==> config.mk <==
export PLATFORM = sky130hd
export DESIGN_NAME = ela_mem_arb_flat
export DESIGN_NICKNAME = d
export VERILOG_FILES = /design/src/rtl/ela_mem_arb_pkg.sv /design/src/rtl/ela_mem_arb_if.sv /design/src/rtl/ela_mem_arb_rr_arb2.sv /design/src/rtl/ela_mem_arb.sv /design/src/flat_wrapper.sv
export SDC_FILE = /design/constraint.sdc
export NUM_CORES = 1
export LEC_CHECK = 0
export CAP_MARGIN = 20
export CELL_PAD_IN_SITES_DETAIL_PLACEMENT = 1
export CELL_PAD_IN_SITES_GLOBAL_PLACEMENT = 1
export CORE_UTILIZATION = 29
export CTS_BUF_LIST = sky130_fd_sc_hd__clkbuf_4 sky130_fd_sc_hd__clkbuf_8
export CTS_CLUSTER_SIZE = 16
export DETAILED_ROUTE_END_ITERATION = 8
export HOLD_SLACK_MARGIN = 0.03
export PLACE_DENSITY = 0.75
export SKIP_CTS_REPAIR_TIMING = 1
export SLEW_MARGIN = 20
export SYNTH_ARGS = -nofsm -noshare
export SYNTH_HDL_FRONTEND = slang
export SYNTH_SLANG_ARGS = --single-unit
==> constraint.sdc <==
create_clock -name clk -period 2 [get_ports clk]
set_clock_uncertainty 0.2 [all_clocks]
set_input_delay 0.2 -clock clk [delete_from_list [all_inputs] [get_ports clk]]
set_output_delay 0.2 -clock clk [all_outputs]
set_load 0.02 [all_outputs]
==> src/rtl/ela_mem_arb_pkg.sv <==
// Shared constants and types for the ELA frame-memory arbiter.
// Frame geometry is 128 x 64 pixels, one 8-bit pixel per memory word.
`timescale 1ns/1ps
package ela_pkg;

  localparam int IMG_W       = 128;
  localparam int IMG_H       = 64;
  localparam int AW          = 13;
  localparam int DW          = 8;
  localparam int FRAME_WORDS = IMG_W * IMG_H;
  localparam int CNT_W       = 14;

  typedef enum logic [1:0] {
    ST_IDLE,
    ST_WR,
    ST_RD,
    ST_RD_RET
  } state_e;

endpackage

==> src/rtl/ela_mem_arb_if.sv <==
// Bundle of the write port, read port, RAM port and frame status of the arbiter.
// slave is the arbiter's view; master is the view of the requesters plus the RAM.
`timescale 1ns/1ps
interface ela_mem_arb_if #(
  parameter int AW = ela_pkg::AW,
  parameter int DW = ela_pkg::DW
);

  logic          w_req;
  logic [AW-1:0] w_addr;
  logic [DW-1:0] w_data;
  logic          w_gnt;

  logic          r_req;
  logic [AW-1:0] r_addr;
  logic          r_gnt;
  logic          r_rvalid;
  logic [DW-1:0] r_rdata;

  logic          mem_en;
  logic          mem_we;
  logic [AW-1:0] mem_addr;
  logic [DW-1:0] mem_wdata;
  logic [DW-1:0] mem_rdata;

  logic          frame_clr;
  logic          frame_done;

  modport slave (
    input  w_req, w_addr, w_data, r_req, r_addr, mem_rdata, frame_clr,
    output w_gnt, r_gnt, r_rvalid, r_rdata,
    output mem_en, mem_we, mem_addr, mem_wdata, frame_done
  );

  modport master (
    output w_req, w_addr, w_data, r_req, r_addr, mem_rdata, frame_clr,
    input  w_gnt, r_gnt, r_rvalid, r_rdata,
    input  mem_en, mem_we, mem_addr, mem_wdata, frame_done
  );

endinterface

==> src/rtl/ela_mem_arb_rr_arb2.sv <==
// Two-way round-robin picker: a tie goes to the side that was not granted last.
// pick_o is one-hot, bit 0 = write side, bit 1 = read side.
`timescale 1ns/1ps
module rr_arb2 (
  input  logic       req_w_i,
  input  logic       req_r_i,
  input  logic       last_r_i,
  output logic [1:0] pick_o
);

  always_comb begin
    pick_o = 2'b00;
    if (req_w_i && req_r_i) begin
      pick_o = last_r_i ? 2'b01 : 2'b10;
    end else if (req_w_i) begin
      pick_o = 2'b01;
    end else if (req_r_i) begin
      pick_o = 2'b10;
    end
  end

endmodule

==> src/rtl/ela_mem_arb.sv <==
// Arbiter sharing one single-port frame RAM between the ELA write engine and a host reader.
// Optional ELA_ARB_RD_BLOCK_EN: host reads are held off until a full frame has been written.
`timescale 1ns/1ps
module ela_mem_arb #(
  parameter int AW          = ela_pkg::AW,
  parameter int DW          = ela_pkg::DW,
  parameter int FRAME_WORDS = ela_pkg::FRAME_WORDS
) (
  input logic          clk,
  input logic          rst,
  ela_mem_arb_if.slave arb_if
);

  import ela_pkg::*;

  localparam logic [CNT_W-1:0] FRAME_CNT = CNT_W'(FRAME_WORDS);

  state_e         state_q;
  logic           last_r_q;
  logic           w_gnt_q;
  logic           r_gnt_q;
  logic           r_rvalid_q;
  logic           mem_en_q;
  logic           mem_we_q;
  logic [AW-1:0]  mem_addr_q;
  logic [DW-1:0]  mem_wdata_q;
  logic [CNT_W-1:0] wr_cnt_q;
  logic [CNT_W-1:0] wr_cnt_d;
  logic           frame_done_q;
  logic           frame_done_d;
  logic           r_req_ok;
  logic [1:0]     pick;

`ifdef ELA_ARB_RD_BLOCK_EN
  assign r_req_ok = arb_if.r_req & frame_done_q;
`else
  assign r_req_ok = arb_if.r_req;
`endif

  rr_arb2 u_rr_arb2 (
    .req_w_i  (arb_if.w_req),
    .req_r_i  (r_req_ok),
    .last_r_i (last_r_q),
    .pick_o   (pick)
  );

  // A clear wins over a write in the same cycle, so that write is not counted.
  always_comb begin
    wr_cnt_d     = wr_cnt_q;
    frame_done_d = frame_done_q;
    if (arb_if.frame_clr) begin
      wr_cnt_d     = '0;
      frame_done_d = 1'b0;
    end else begin
      if ((state_q == ST_WR) && (wr_cnt_q != FRAME_CNT)) begin
        wr_cnt_d = wr_cnt_q + CNT_W'(1);
      end
      if (wr_cnt_d == FRAME_CNT) begin
        frame_done_d = 1'b1;
      end
    end
  end

  always_ff @(posedge clk) begin
    if (rst) begin
      state_q      <= ST_IDLE;
      last_r_q     <= 1'b1;
      w_gnt_q      <= 1'b0;
      r_gnt_q      <= 1'b0;
      r_rvalid_q   <= 1'b0;
      mem_en_q     <= 1'b0;
      mem_we_q     <= 1'b0;
      mem_addr_q   <= '0;
      mem_wdata_q  <= '0;
      wr_cnt_q     <= '0;
      frame_done_q <= 1'b0;
    end else begin
      wr_cnt_q     <= wr_cnt_d;
      frame_done_q <= frame_done_d;
      w_gnt_q      <= 1'b0;
      r_gnt_q      <= 1'b0;
      r_rvalid_q   <= 1'b0;
      mem_en_q     <= 1'b0;
      mem_we_q     <= 1'b0;
      case (state_q)
        ST_IDLE: begin
          if (pick[0]) begin
            state_q     <= ST_WR;
            last_r_q    <= 1'b0;
            w_gnt_q     <= 1'b1;
            mem_en_q    <= 1'b1;
            mem_we_q    <= 1'b1;
            mem_addr_q  <= arb_if.w_addr;
            mem_wdata_q <= arb_if.w_data;
          end else if (pick[1]) begin
            state_q    <= ST_RD;
            last_r_q   <= 1'b1;
            r_gnt_q    <= 1'b1;
            mem_en_q   <= 1'b1;
            mem_addr_q <= arb_if.r_addr;
          end
        end
        ST_WR:     state_q <= ST_IDLE;
        ST_RD: begin
          state_q    <= ST_RD_RET;
          r_rvalid_q <= 1'b1;
        end
        ST_RD_RET: state_q <= ST_IDLE;
        default:   state_q <= ST_IDLE;
      endcase
    end
  end

  assign arb_if.w_gnt      = w_gnt_q;
  assign arb_if.r_gnt      = r_gnt_q;
  assign arb_if.r_rvalid   = r_rvalid_q;
  assign arb_if.mem_en     = mem_en_q;
  assign arb_if.mem_we     = mem_we_q;
  assign arb_if.mem_addr   = mem_addr_q;
  assign arb_if.mem_wdata  = mem_wdata_q;
  assign arb_if.frame_done = frame_done_q;

  // The RAM output is already a register; gating it keeps r_rdata at zero outside r_rvalid.
  assign arb_if.r_rdata = r_rvalid_q ? arb_if.mem_rdata : '0;

endmodule

==> src/flat_wrapper.sv <==
// flat-port wrapper written by rule: the top's interface ports become plain ports
module ela_mem_arb_flat import ela_pkg::*;
#(
  parameter int AW          = ela_pkg::AW,
  parameter int DW          = ela_pkg::DW,
  parameter int FRAME_WORDS = ela_pkg::FRAME_WORDS
)
  (clk, rst, arb_if_w_req, arb_if_w_addr, arb_if_w_data, arb_if_r_req, arb_if_r_addr, arb_if_mem_rdata, arb_if_frame_clr, arb_if_w_gnt, arb_if_r_gnt, arb_if_r_rvalid, arb_if_r_rdata, arb_if_mem_en, arb_if_mem_we, arb_if_mem_addr, arb_if_mem_wdata, arb_if_frame_done);
  ela_mem_arb_if #(.AW(AW), .DW(DW)) arb_if_i ();
  input logic clk;
  input logic rst;
  input wire logic [$bits(arb_if_i.w_req)-1:0] arb_if_w_req;
  input wire logic [$bits(arb_if_i.w_addr)-1:0] arb_if_w_addr;
  input wire logic [$bits(arb_if_i.w_data)-1:0] arb_if_w_data;
  input wire logic [$bits(arb_if_i.r_req)-1:0] arb_if_r_req;
  input wire logic [$bits(arb_if_i.r_addr)-1:0] arb_if_r_addr;
  input wire logic [$bits(arb_if_i.mem_rdata)-1:0] arb_if_mem_rdata;
  input wire logic [$bits(arb_if_i.frame_clr)-1:0] arb_if_frame_clr;
  output wire logic [$bits(arb_if_i.w_gnt)-1:0] arb_if_w_gnt;
  output wire logic [$bits(arb_if_i.r_gnt)-1:0] arb_if_r_gnt;
  output wire logic [$bits(arb_if_i.r_rvalid)-1:0] arb_if_r_rvalid;
  output wire logic [$bits(arb_if_i.r_rdata)-1:0] arb_if_r_rdata;
  output wire logic [$bits(arb_if_i.mem_en)-1:0] arb_if_mem_en;
  output wire logic [$bits(arb_if_i.mem_we)-1:0] arb_if_mem_we;
  output wire logic [$bits(arb_if_i.mem_addr)-1:0] arb_if_mem_addr;
  output wire logic [$bits(arb_if_i.mem_wdata)-1:0] arb_if_mem_wdata;
  output wire logic [$bits(arb_if_i.frame_done)-1:0] arb_if_frame_done;
  assign arb_if_i.w_req = arb_if_w_req;
  assign arb_if_i.w_addr = arb_if_w_addr;
  assign arb_if_i.w_data = arb_if_w_data;
  assign arb_if_i.r_req = arb_if_r_req;
  assign arb_if_i.r_addr = arb_if_r_addr;
  assign arb_if_i.mem_rdata = arb_if_mem_rdata;
  assign arb_if_i.frame_clr = arb_if_frame_clr;
  assign arb_if_w_gnt = arb_if_i.w_gnt;
  assign arb_if_r_gnt = arb_if_i.r_gnt;
  assign arb_if_r_rvalid = arb_if_i.r_rvalid;
  assign arb_if_r_rdata = arb_if_i.r_rdata;
  assign arb_if_mem_en = arb_if_i.mem_en;
  assign arb_if_mem_we = arb_if_i.mem_we;
  assign arb_if_mem_addr = arb_if_i.mem_addr;
  assign arb_if_mem_wdata = arb_if_i.mem_wdata;
  assign arb_if_frame_done = arb_if_i.frame_done;
  ela_mem_arb #(.AW(AW), .DW(DW), .FRAME_WORDS(FRAME_WORDS)) u_core (.clk(clk), .rst(rst), .arb_if(arb_if_i));
endmodule
Figure 1. Gate families picked out (run 1).
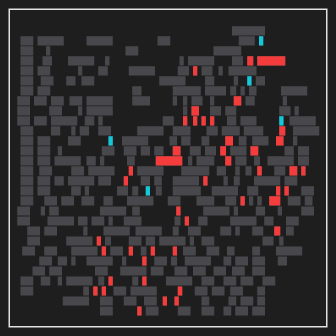
- nand cells: red (cells 44; most used nand2_1)
- inv cells: cyan (cells 5; most used inv_1)
non-filler instance count after layout: 417
Commonest Layout Cell: clkdlybuf4s50_1

Figure 2. Where the registers sit (run 1).
Other sequential cells in the stronger gray, the rest of the logic in the fainter gray.
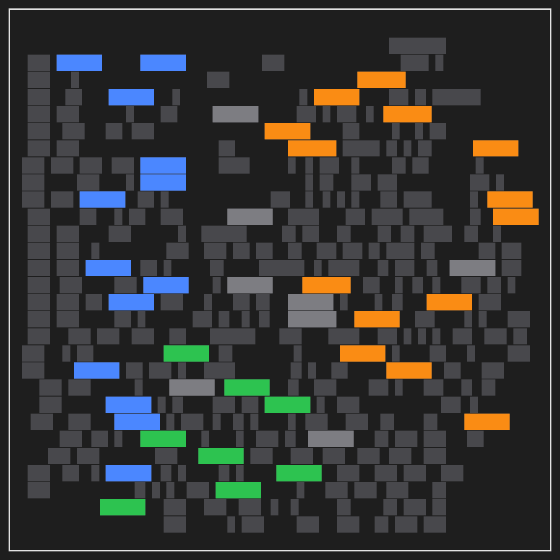
- `u_core.wr_cnt_q`: orange (placed flops 14)
- `u_core.arb_if.mem_addr`: blue (placed flops 13)
- `u_core.arb_if.mem_wdata`: green (placed flops 8; where south)
- not colored: 8
Seq. cell area: 867.1 sq um
Util after Layout: 46.28%
Seq group: 948 uW

==> results_slide.txt, run 1 <==
Key Metrics from the Run

Final layout
  • Largest class: logic gates
  • Fraction of layout cells with a size suffix above 1: 13.08%
  • Combinational fraction of the cell area: 35.61%
  • Layout net count: 369
  • Buffers outside the clock class: 93
  • Largest register FFs: 14
  • Sequential share of cell area: 27.58%
  • Largest reg by FF count: u_core.wr_cnt_q
  • Fill cells: 804
  • ClkCell Share: 2.945%
  • Clkbuf count: 5
  • Combinational gates: 172
  • Final instance area: 0.003144 sq mm
  • Flop count: 43
  • Area Growth Syn to Fin: 53.89%
  • Logic area: 0.001120 sq mm

Synthesis
  • Yosys cell types: 40
  • Ys cells: 235
  • Synthesis area per yosys: 0.002043 sq mm
  • Syn nets: 284
  • Register share after synthesis: 42.13%
  • Dominant flop cell: dfxtp_1
  • Synth warn: 0

Worst setup path
  • Reg2reg start: u_core.wr_cnt_q[1]
  • Reg2reg end: u_core.arb_if.frame_done
  • Crit end category: register
  • Worst Path Class, Setup: reg2reg
  • Crit start category: register

Final timing
  • Max-slew headroom: 73.66%
  • Actual slew at the worst max-slew pin: 0.3901 ns
  • Smallest hold slack: 0.2463 ns
  • Final Slew Violations: 0
  • RSZ-0062 raised after global routing: no
  • Final worst slack: 0.08798 ns
  • Final hold vios: 0
  • Min cycle time layout: 1.912 ns
  • Setup TNS: 0 ns

Die
  • Io pins: 82
  • Floorplan core density: 30.07%
  • Chip area: 0.007385 sq mm
  • Tap Count: 96

Clock tree
  • Clock Latency Late Sink: 0.30 ns

Route
  • WL met2: 2.946 mm
  • Wire length per cell: 13.76 um
  • Total number of vias: 1941
  • Routed wire length on met3: 376 um

Global routing
  • M1 GR Usage: 17.91%
  • Initial antenna violation count: 0
  • M3 GR Usage: 6.064%
  • Met2 Usage GRT: 30.59%
  • Largest net degree at the start of global routing: 29

Placed design
  • Hpwl dp: 4.422 mm
  • Placer Congestion: 0.7654
  • PortBufs: 81

Power
  • NetSw: 588.2 uW
  • P_clk: 576 uW
  • Sequential share of power: 47.1%
  • Int Power: 1.425 mW
  • Max power group: sequential cells
  • PwrDens: 640.2 mW/mm^2

Min path
  • Hold path depth: 3

Run
  • Count of tool warnings: 27

Run status
  • Status: complete, no violations
Figure 3. PDN straps and rails (run 1).
Pins as bars on the die edge.
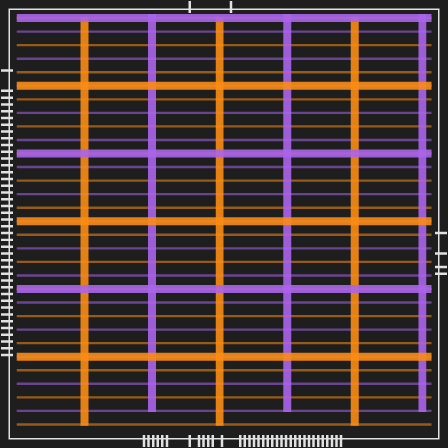
- VDD: purple
- VSS: orange
- met1 rails: 31
- rows: 30
- met5 straps: 6
DIE WIDTH: 85.94 um
total core area: 0.006794 sq mm
Max VDD drop: 0.0002431 V
die height: 85.94 um

## run 1: critical path: stages (launching register included)
cell and delay, ns:
dfxtp_2 0.36, inv_2 0.06, ha_4 0.15, nor4b_2 0.15
nand4_1 0.14, or4b_4 0.48, o211ai_2 0.09, nand4_1 0.10
o21ai_1 0.14
## run 1: how the worst max path moves through the flow
stage	end	from	slack, ns
5_1_grt	u_core.arb_if.frame_done	u_core.wr_cnt_q[0]	0.006
4_1_cts	u_core.arb_if.frame_done	u_core.wr_cnt_q[1]	0.007
2_1_floorplan	u_core.arb_if.frame_done	u_core.wr_cnt_q[0]	0.10
3_3_place_gp	u_core.arb_if.frame_done	u_core.wr_cnt_q[1]	0.1
6_report	u_core.arb_if.frame_done	u_core.wr_cnt_q[1]	0.09
3_5_place_dp	u_core.arb_if.frame_done	u_core.wr_cnt_q[1]	0.02
## run 1: Yosys cell counts (3+ instances only)
library cell / count / area share, %
dfxtp_1: 43 / 42
xor2_1: 8 / 3.4
nand4_1: 5 / 1.5
inv_1: 5 / 0.92
a211oi_1: 15 / 5.5
a21oi_1: 9 / 2.2
nand3_1: 5 / 1.2
nor2_1: 37 / 6.8
buf_2: 4 / 0.98
xnor2_1: 8 / 3.4
mux2i_1: 14 / 6.9
nand2_1: 29 / 5.3
nor3_1: 4 / 0.98
buf_4: 3 / 1.1
and2_1: 9 / 2.8
clkbuf_1: 6 / 1.1
## run 1: cells by family after synthesis
kind of cell | after synthesis | synth area share (%)
buffers and inverters | 20 | 4.837
XOR/XNOR | 16 | 6.859
AND-OR/OR-AND | 31 | 10.59
adder cells (fa/ha/maj) | 2 | 1.225
AND/OR/NAND/NOR | 109 | 27.49
flip-flops | 43 | 42.13
multiplexers | 14 | 6.858
==> inputs of run 2 (changes only) <==
ABC_CLOCK_PERIOD_IN_PS = 2000   (was unset)
CELL_PAD_IN_SITES_DETAIL_PLACEMENT = 2   (was 1)
CELL_PAD_IN_SITES_GLOBAL_PLACEMENT = 2   (was 1)
CORE_UTILIZATION = 22   (was 29)
CTS_CLUSTER_SIZE = 20   (was 16)
PLACE_DENSITY = 0.73   (was 0.75)
Figure 4. Clock nets (run 2).
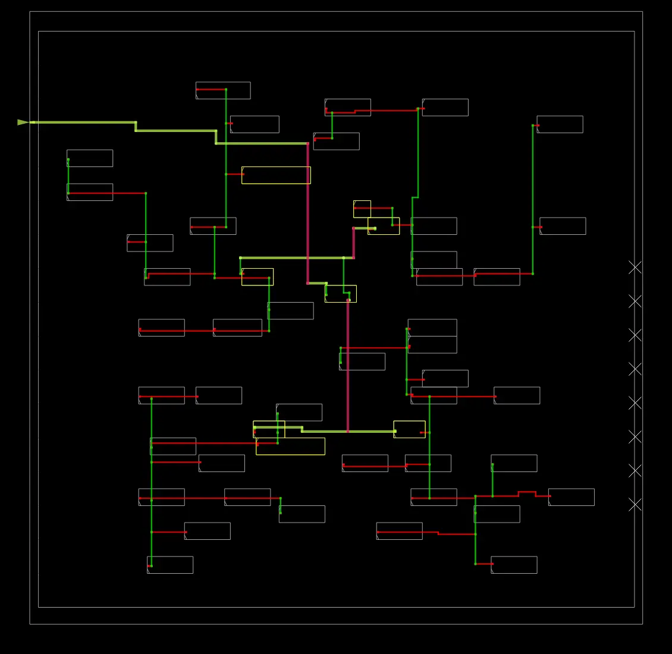
P_clk: 821 uW
Num Clock Sinks: 43
clkbuf count: 5
Clock Latency Late Sink: 0.30 ns

==> run 2 against run 1 <==
The run now ends with design-rule violations left. Worst hold slack improved by 0.0046 ns. Critical path depth fell by 2. Non-clock buffer count up 2. Flip-flop count stayed put. Via count rose by 1.5%. Clock-buffer cell count is the same. Sequential power is essentially flat. Largest power group unchanged.
==> results_slide.txt, run 2 <==
Key Metrics from the Run

Worst setup path
  • CP top delay family: simple AND/OR/NAND/NOR gates
  • Crit end category: register
  • Crit start category: register
  • Reg2reg start: u_core.wr_cnt_q[0]
  • CP endpoint: u_core.arb_if.frame_done
  • Worst Path Class, Setup: reg2reg
  • Slowest stage delay, CP: 0.55 ns (+0.07 ns)
  • Number of buffers and inverters on the critical path: 0 (-1)
  • Number of cells on the critical path: 6 (-2)
  • Slowest CP cell: or4b_4
  • Crit path cell chain: ha_2 -> nand4_4 -> or4b_4 -> o211ai_2 -> nand4_1 -> o21ai_1

Final layout
  • Largest reg by FF count: u_core.wr_cnt_q
  • Logic area: 0.001146 sq mm (+2.3%)
  • Layout net count: 371 (+0.54%)
  • Fill cells: 981 (+22%)
  • Util after Layout: 36.58% (-9.7 points)
  • Combinational gates: 172 (unchanged)
  • ClkCell Share: 4.213% (+1.3 points)
  • Flop count: 43 (unchanged)
  • Combinational fraction of the cell area: 35.41% (-0.21 points)
  • Buffers outside the clock class: 95 (+2.2%)
  • Seq. cell area: 869.6 sq um (+0.29%)
  • Sequential share of cell area: 26.87% (-0.71 points)
  • Largest class: logic gates
  • Fraction of layout cells with a size suffix above 1: 14.55% (+1.5 points)
  • Commonest Layout Cell: clkdlybuf4s50_1

Power
  • Sequential share of power: 42.0% (-5.1 points)
  • Max VDD drop: 0.0002677 V (+10%)
  • NetSw: 590.3 uW (+0.35%)
  • Max power group: sequential cells
  • Seq group: 949 uW (about the same)
  • PwrDens: 698.3 mW/mm^2 (+9.1%)

Route
  • DRC viols: 8
  • Total number of vias: 1971 (+1.5%)
  • Wire length per cell: 14.51 um (+5.4%)

Synthesis
  • Register share after synthesis: 42.13% (unchanged)
  • Synthesis area per yosys: 0.002043 sq mm (unchanged)
  • Most common cell in the netlist: dfxtp_1
  • Top cells by count: dfxtp_1 (43), nor2_1 (37), nand2_1 (29)
  • Syn nets: 284 (unchanged)
  • Top cells by area: dfxtp_1 (42%), mux2i_1 (6.9%), nor2_1 (6.8%)
  • Adder Area Share: 1.225% (unchanged)
  • Post-Synth AOI/OAI Area: 10.59% (unchanged)
  • Logic family by area: simple AND/OR/NAND/NOR gates
  • Dominant flop cell: dfxtp_1
  • Dominant cell type by area after synthesis: dfxtp_1

Global routing
  • Initial antenna violation count: 0 (unchanged)
  • Largest net degree at the start of global routing: 29 (unchanged)

Die
  • Tap Count: 108 (+13%)
  • Io pins: 82 (unchanged)
  • Total core area: 0.008848 sq mm (+30%)
  • Chip area: 0.009677 sq mm (+31%)
  • Die height: 98.37 um (+14%)
  • Floorplan core density: 23.09% (-7.0 points)

Run
  • Count of tool warnings: 28 (+3.7%)

Placed design
  • Hpwl dp: 4.536 mm (+2.6%)
  • Placer Congestion: 0.7396 (-3.4%)

Final timing
  • Smallest hold slack: 0.2509 ns (+0.004601 ns)
  • Max-slew headroom: 63.83% (-9.8 points)
  • Actual slew at the worst max-slew pin: 0.5396 ns (+0.1495 ns)
  • Final Slew Violations: 0 (unchanged)
  • Min cycle time layout: 1.993 ns (+0.08072 ns)
  • RSZ-0062 raised after global routing: yes

Run status
  • Failing checks: design-rule violations
  • Status: finished, violations left
==> run 2: cell counts after synthesis <==
No cell type changed its count.
==> run 2: metrics by stage <==
step | total power, mW | worst slack (ns) | cell area [sq um] | instances | setup TNS, ns
floorplan | 1.197 | 0.1012 | 2043 | 235 | 0
global placement | 1.446 | -0.07172 | 3019 | 422 | -0.2445
detailed placement | 1.459 | -0.1084 | 3019 | 422 | -0.8847
CTS | 2.290 | -0.1401 | 3156 | 430 | -0.1453
global route | 2.367 | -0.1168 | 3237 | 431 | -0.1168
finish | 2.260 | 0.007256 | 3237 | 431 | 0
==> run 2: worst min-delay path by stage <==
stage / to / slack, ns / cells past startpoint
2_1_floorplan: u_core.arb_if.mem_wdata[0] / 0.14 / 2
3_3_place_gp: u_core.arb_if.frame_done / 0.24 / 2
3_5_place_dp: u_core.arb_if.mem_wdata[6] / 0.26 / 2
4_1_cts: u_core.arb_if.mem_wdata[7] / 0.25 / 3
5_1_grt: u_core.arb_if.mem_wdata[7] / 0.25 / 3
6_report: u_core.arb_if.mem_wdata[6] / 0.25 / 3
==> run 2: per-layer routing <==
metal  routed length (um)  share of wire (%)  vias up  global-route usage (%)
met5                    0                  0        -                       0
met4                   48               0.77        0                   3.100
met3                  554                8.9        6                   5.011
met2                 2969                 47       71                   21.94
met1                 2682                 43      919                   15.46
li1                     -                  -      975                       -
==> run 2: cell families (layout without fill, tap and decap cells) <==
| logic type | after synthesis | in the layout |
|---|---|---|
| buffers and inverters | 20 | 108 |
| multiplexers | 14 | 14 |
| flip-flops | 43 | 43 |
| AND-OR/OR-AND | 31 | 31 |
| adder cells (fa/ha/maj) | 2 | 2 |
| XOR/XNOR | 16 | 16 |
| AND/OR/NAND/NOR | 109 | 109 |
Power and IR drop assume default switching activity.
